[src/rtl/rvcpu_ram_arbiter_pkg.sv]
// rtl/rvcpu_ram_arbiter_pkg.sv - shared state, owner and size encodings for the RAM arbiter
package rvcpu_ram_arbiter_pkg;

   typedef enum logic [1:0] {
      ST_IDLE  = 2'd0,
      ST_WAIT  = 2'd1,
      ST_DRAIN = 2'd2
   } arb_state_t;

   typedef enum logic {
      OWN_IFU = 1'b0,
      OWN_LSU = 1'b1
   } arb_owner_t;

   localparam logic [2:0] RAM_SIZE_B = 3'b000;
   localparam logic [2:0] RAM_SIZE_H = 3'b001;
   localparam logic [2:0] RAM_SIZE_W = 3'b010;
   localparam logic [2:0] RAM_SIZE_D = 3'b011;

endpackage

[src/rtl/rvcpu_ram_arbiter.sv]
// rtl/rvcpu_ram_arbiter.sv - fixed-priority IFU/LSU arbiter onto the single ram_rw port
module rvcpu_ram_arbiter
   import rvcpu_ram_arbiter_pkg::*;
#(
   parameter int ADDR_W = 64,
   parameter int DATA_W = 64
) (
   input  logic                clk,
   input  logic                rst_n,
   input  logic                ifu_req_i,
   input  logic [ADDR_W-1:0]   ifu_addr_i,
   output logic                ifu_ready_o,
   output logic [31:0]         ifu_rdata_o,
   input  logic                lsu_req_i,
   input  logic                lsu_wen_i,
   input  logic [ADDR_W-1:0]   lsu_addr_i,
   input  logic [DATA_W-1:0]   lsu_wdata_i,
   input  logic [DATA_W/8-1:0] lsu_wmask_i,
   input  logic [2:0]          lsu_size_i,
   output logic                lsu_ready_o,
   output logic [DATA_W-1:0]   lsu_rdata_o,
   output logic                ram_rw_cen_o,
   output logic                ram_rw_wen_o,
   output logic [ADDR_W-1:0]   ram_rw_addr_o,
   output logic [DATA_W-1:0]   ram_rw_wdata_o,
   output logic [DATA_W/8-1:0] ram_rw_wmask_o,
   output logic [2:0]          ram_rw_size_o,
   input  logic                ram_rw_ready_i,
   input  logic [DATA_W-1:0]   ram_rw_data_i
);

   arb_state_t          r_state, w_state_nxt;
   arb_owner_t          r_owner, w_owner_nxt;
   logic                r_cen, w_cen_nxt;
   logic                r_wen, w_wen_nxt;
   logic [ADDR_W-1:0]   r_addr, w_addr_nxt;
   logic [DATA_W-1:0]   r_wdata, w_wdata_nxt;
   logic [DATA_W/8-1:0] r_wmask, w_wmask_nxt;
   logic [2:0]          r_size, w_size_nxt;
   logic                r_ifu_ready, w_ifu_ready_nxt;
   logic                r_lsu_ready, w_lsu_ready_nxt;
   logic [31:0]         r_ifu_rdata, w_ifu_rdata_nxt;
   logic [DATA_W-1:0]   r_lsu_rdata, w_lsu_rdata_nxt;

   always_ff @(posedge clk or negedge rst_n) begin
      if (!rst_n) begin
         r_state     <= ST_IDLE;
         r_owner     <= OWN_IFU;
         r_cen       <= 1'b0;
         r_wen       <= 1'b0;
         r_addr      <= '0;
         r_wdata     <= '0;
         r_wmask     <= '0;
         r_size      <= '0;
         r_ifu_ready <= 1'b0;
         r_lsu_ready <= 1'b0;
         r_ifu_rdata <= '0;
         r_lsu_rdata <= '0;
      end else begin
         r_state     <= w_state_nxt;
         r_owner     <= w_owner_nxt;
         r_cen       <= w_cen_nxt;
         r_wen       <= w_wen_nxt;
         r_addr      <= w_addr_nxt;
         r_wdata     <= w_wdata_nxt;
         r_wmask     <= w_wmask_nxt;
         r_size      <= w_size_nxt;
         r_ifu_ready <= w_ifu_ready_nxt;
         r_lsu_ready <= w_lsu_ready_nxt;
         r_ifu_rdata <= w_ifu_rdata_nxt;
         r_lsu_rdata <= w_lsu_rdata_nxt;
      end
   end

   always_comb begin
      w_state_nxt     = r_state;
      w_owner_nxt     = r_owner;
      w_cen_nxt       = r_cen;
      w_wen_nxt       = r_wen;
      w_addr_nxt      = r_addr;
      w_wdata_nxt     = r_wdata;
      w_wmask_nxt     = r_wmask;
      w_size_nxt      = r_size;
      w_ifu_ready_nxt = 1'b0;
      w_lsu_ready_nxt = 1'b0;
      w_ifu_rdata_nxt = r_ifu_rdata;
      w_lsu_rdata_nxt = r_lsu_rdata;
      case (r_state)
         ST_IDLE: begin
            if (lsu_req_i) begin
               w_owner_nxt = OWN_LSU;
               w_cen_nxt   = 1'b1;
               w_wen_nxt   = lsu_wen_i;
               w_addr_nxt  = lsu_addr_i;
               w_wdata_nxt = lsu_wdata_i;
               w_wmask_nxt = lsu_wmask_i;
               w_size_nxt  = lsu_size_i;
               w_state_nxt = ST_WAIT;
            end else if (ifu_req_i) begin
               w_owner_nxt = OWN_IFU;
               w_cen_nxt   = 1'b1;
               w_wen_nxt   = 1'b0;
               w_addr_nxt  = ifu_addr_i;
               w_wmask_nxt = '0;
               w_size_nxt  = RAM_SIZE_W;
               w_state_nxt = ST_WAIT;
            end
         end
         ST_WAIT: begin
            if (ram_rw_ready_i) begin
               w_cen_nxt   = 1'b0;
               w_wen_nxt   = 1'b0;
               w_state_nxt = ST_DRAIN;
               if (r_owner == OWN_LSU) begin
                  w_lsu_ready_nxt = 1'b1;
                  w_lsu_rdata_nxt = ram_rw_data_i;
               end else begin
                  w_ifu_ready_nxt = 1'b1;
                  w_ifu_rdata_nxt = r_addr[2] ? ram_rw_data_i[DATA_W-1:DATA_W/2]
                                              : ram_rw_data_i[DATA_W/2-1:0];
               end
            end
         end
         // Responder still shows ready for the last cen cycle; skip it and let the client drop req.
         ST_DRAIN: w_state_nxt = ST_IDLE;
         default:  w_state_nxt = ST_IDLE;
      endcase
   end

   assign ifu_ready_o    = r_ifu_ready;
   assign ifu_rdata_o    = r_ifu_rdata;
   assign lsu_ready_o    = r_lsu_ready;
   assign lsu_rdata_o    = r_lsu_rdata;
   assign ram_rw_cen_o   = r_cen;
   assign ram_rw_wen_o   = r_wen;
   assign ram_rw_addr_o  = r_addr;
   assign ram_rw_wdata_o = r_wdata;
   assign ram_rw_wmask_o = r_wmask;
   assign ram_rw_size_o  = r_size;

endmodule

[config.mk]
export PLATFORM = sky130hd
export DESIGN_NAME = rvcpu_ram_arbiter
export DESIGN_NICKNAME = d
export VERILOG_FILES = /design/src/rtl/rvcpu_ram_arbiter_pkg.sv /design/src/rtl/rvcpu_ram_arbiter.sv
export SDC_FILE = /design/constraint.sdc
export NUM_CORES = 1
export LEC_CHECK = 0
export CORE_AREA = 2 2 197 199
export CTS_CLUSTER_SIZE = 16
export DETAILED_ROUTE_END_ITERATION = 8
export DIE_AREA = 0 0 199 201
export GPL_ROUTABILITY_DRIVEN = 0
export PLACE_DENSITY = 0.61
export SYNTH_ARGS = -nofsm -noshare
export SYNTH_HDL_FRONTEND = slang
export SYNTH_SLANG_ARGS = --single-unit
[constraint.sdc]
create_clock -name clk -period 2.6 [get_ports clk]
set_input_delay 0.52 -clock clk [delete_from_list [all_inputs] [get_ports clk]]
set_output_delay 0.52 -clock clk [all_outputs]
set_load 0.05 [all_outputs]
==> images/clk_routes.png <==
Drawn at 2 px/um.
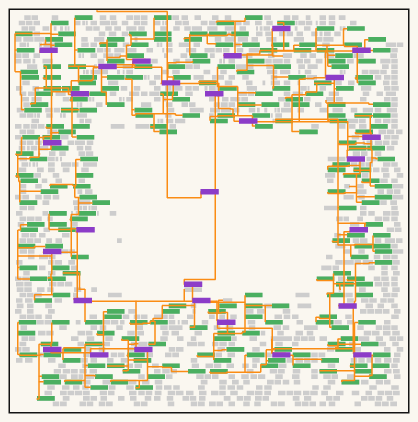
- clock wires: orange (length 3,480 um)
- clock drivers: purple (count 28)
- flip-flops: green (count 242)
- flops lie: spread over the die
- routed clock nets: 29
Layout Skew: 0.0118 ns
Clk power: 3.93 mW

==> images/io_fan.png <==
Drawn at 2 px/um.
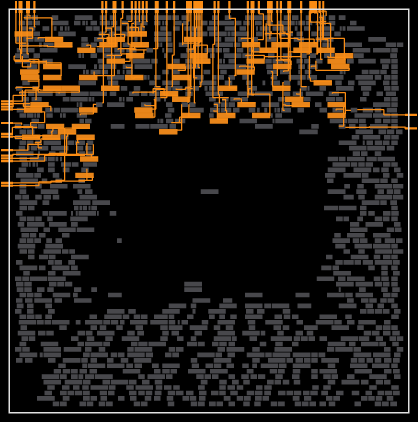
- lsu_rdata_o: orange (bits 64; direction output; edge 49 north, 13 west, 2 east; end cells 64; wire 2,910 um)
Port Buffer Count: 511
I/O pins: 512

==> impl_metrics.json <==
{
  "crit_path_max_fanout": 2,
  "yosysSeqAreaShare": 0.585,
  "synth.largest_area_cell": "dfrtp_1",
  "clockRootBuffer": "clkbuf_16",
  "clock_path_buffers": 3,
  "netlist_instances": 664,
  "first_pass_iters": 4,
  "grt_usage": 0.156,
  "cp.arrival_ns": 1.80,
  "critical_path_required_ns": 2.08,
  "relSlewSlack": 0.564,
  "max_slew.worst_pin.slew_ns": 0.651,
  "rsz0062_at_grt": "false",
  "grt_antenna_before_repair": 0,
  "final-instance-count-excl-fill": 1725,
  "fp.dieH_um": 201,
  "cp_slowest_cell": "clkdlybuf4s50_1",
  "r2r_cells": 4,
  "ctsHtreeMaxLevel": 1,
  "rows": 72,
  "edf_count": 0,
  "layout-drive-gt1-share": 0.273,
  "nFillCells": 3517,
  "die_w_um": 199,
  "cts_buffers": 28,
  "slew_viol_final": 0,
  "hpwl_um": 24600,
  "grt_pass1_vias": 8036,
  "dp_cells": 1674,
  "viasPerCell": 4.29,
  "hold_path_depth": 1,
  "syn_nets": 937,
  "ys_chip_area_um2": 10300,
  "min_period_ns": 2.32,
  "reg2reg_to": "ram_rw_wdata_o[0]",
  "leakagePower_nw": 7.25,
  "dp_worst_setup_slack_ns": 0.397,
  "p_per_area_nw_per_um2": 1530,
  "cts.sink_count": 242,
  "netlist.area_leader.share": 0.585,
  "critPathMaxStageDelay_ns": 0.87,
  "yosysCellCount": 664,
  "yosysMostFrequentCell": "dfrtp_1",
  "netlist_top_cells_count": "242 x dfrtp_1, 173 x mux2_2, 77 x mux2_4",
  "finalSetupTns_ns": 0,
  "ys_types": 26,
  "r2r_slack_ns": 0.57,
  "grt_max_degree": 66,
  "postSynthAreaPerCell_um2": 15.6,
  "utilization": 0.448,
  "path_delay_family": "buffers and inverters",
  "vias": 7397,
  "finalHoldViolCount": 0,
  "outcome": "finished, final reports clean",
  "area_growth_pct": 65.0,
  "drc": 0,
  "hp-class": "reg -> reg",
  "wire_per_inst_um": 18.7,
  "topCellsByArea": "dfrtp_1 59%, mux2_2 19%, mux2_4 11%",
  "first_iter_violations": 181,
  "min_period_over_period": 0.894,
  "initial_core_util": 0.272,
  "clock_latency_ns": 0.55,
  "setup_violations": 0,
  "finalWirelength_um": 32300,
  "rr_startpoint": "r_state[1]",
  "grt-ovfl-total": 0,
  "fmax_mhz": 430,
  "path_cells": "clkdlybuf4s50_1",
  "placedInstanceArea_um2": 16100,
  "nets": 1460,
  "openroad.warnings": 26,
  "hold_end": "ram_rw_wdata_o[63]",
  "path_buffers": 1,
  "postRouteAntennaNets": 0,
  "ir_drop_uv": 974,
  "start_kind": "flip-flop",
  "fin_ws_ns": 0.275,
  "core_um2": 38100,
  "ys.flops": 242,
  "cts_tree": "done",
  "chipArea_um2": 40000,
  "synth_area_um2": 10300,
  "clk_pin_slew_ns": 0.06,
  "cp-end-kind": "output port",
  "num_antenna_cells": 0,
  "crit_type": "reg -> out",
  "max_cap_violations": 0,
  "async_flop_share": 1.00,
  "grt_pass1_wl_um": 48000,
  "ys_warn_count": 0,
  "min_from": "ram_rw_wdata_o[63]",
  "ff_type": "dfrtp_1",
  "design_area_um2": 17100
}
## state kept, by name, indices dropped and copies added (netlist names)
name,count
ifu_rdata_o,32
ifu_ready_o,1
lsu_rdata_o,64
lsu_ready_o,1
r_owner,1
r_state,2
ram_rw_addr_o,64
ram_rw_cen_o,1
ram_rw_size_o,3
ram_rw_wdata_o,64
ram_rw_wen_o,1
ram_rw_wmask_o,8
## metrics by stage
step           hold slack, ns  total power [mW]
4_1_cts                 0.488              26.5
3_3_place_gp            0.470              22.3
3_5_place_dp            0.469              22.4
5_1_grt                 0.512              27.2
2_1_floorplan           0.224              16.8
6_report                0.485              26.2
## power by group
group          leakage (nW)  total [mW]  internal (mW)  switching (mW)
Sequential             2.84        6.82           5.69            1.13
Clock                 0.467        3.93           2.36            1.58
Combinational          3.94        15.4           5.97            9.43
## layout by cell type (no fill, tap or decap), drive strengths merged, types with 2 or more instances in the layout
cell type      count
o21ai              2
clkdlybuf4s50    508
buf               26
nand2              3
dfrtp            242
a21oi             32
clkbuf            41
mux2i             32
nor2              33
a22o              10
inv                4
clkinv             7
mux2             256
## cells by family (layout without fill, tap and decap cells)
kind of cell | after synthesis | after routing | synth area share
mux | 288 | 288 | 0.337
buf+inv | 45 | 588 | 0.0326
compound gates | 48 | 48 | 0.0280
flops | 242 | 242 | 0.585
simple gates | 41 | 41 | 0.0168
## worst max-delay path by stage
stage	from	endpoint	slack, ns	depth (start not counted)
after CTS	ram_rw_wen_o	ram_rw_wen_o	0.20	1
final	ram_rw_size_o[0]	ram_rw_size_o[0]	0.28	1
after floorplan	lsu_req_i	ram_rw_addr_o[0]	1.01	4
after detailed placement	ram_rw_ready_i	lsu_rdata_o[63]	0.40	6
after global routing	ram_rw_wen_o	ram_rw_wen_o	0.20	1
after global placement	ram_rw_ready_i	lsu_rdata_o[63]	0.44	6
## metal layers
layer  routed length, um  vias up  part of all wire  track usage
li1                    -     3398                 -            -
met1               12700     3676              0.39        0.183
met2               16500      275              0.51        0.282
met3                2330       48             0.072       0.0361
met4                 704        0             0.022       0.0448
met5                   0        -                 0            0
## timing repair
| item | in CTS | in global routing |
|---|---|---|
| endpoints found under the hold margin | 58 | 0 |
| resized | 0 | 0 |
| buffers inserted | 0 | 0 |
| hold buffers | 1 | 0 |
## final cells by class
class	instances	area, um^2	share of cell area
sequential	242	6060	0.355
clock inverter	9	80.1	0.00469
timing repair buffer	535	5440	0.318
multi-input combinational	377	3990	0.234
tap	518	648	0.0380
inverter	3	11.3	0.000659
clock buffer	41	851	0.0498
Power figures rest on the tool's default switching activity, not on a simulated workload.
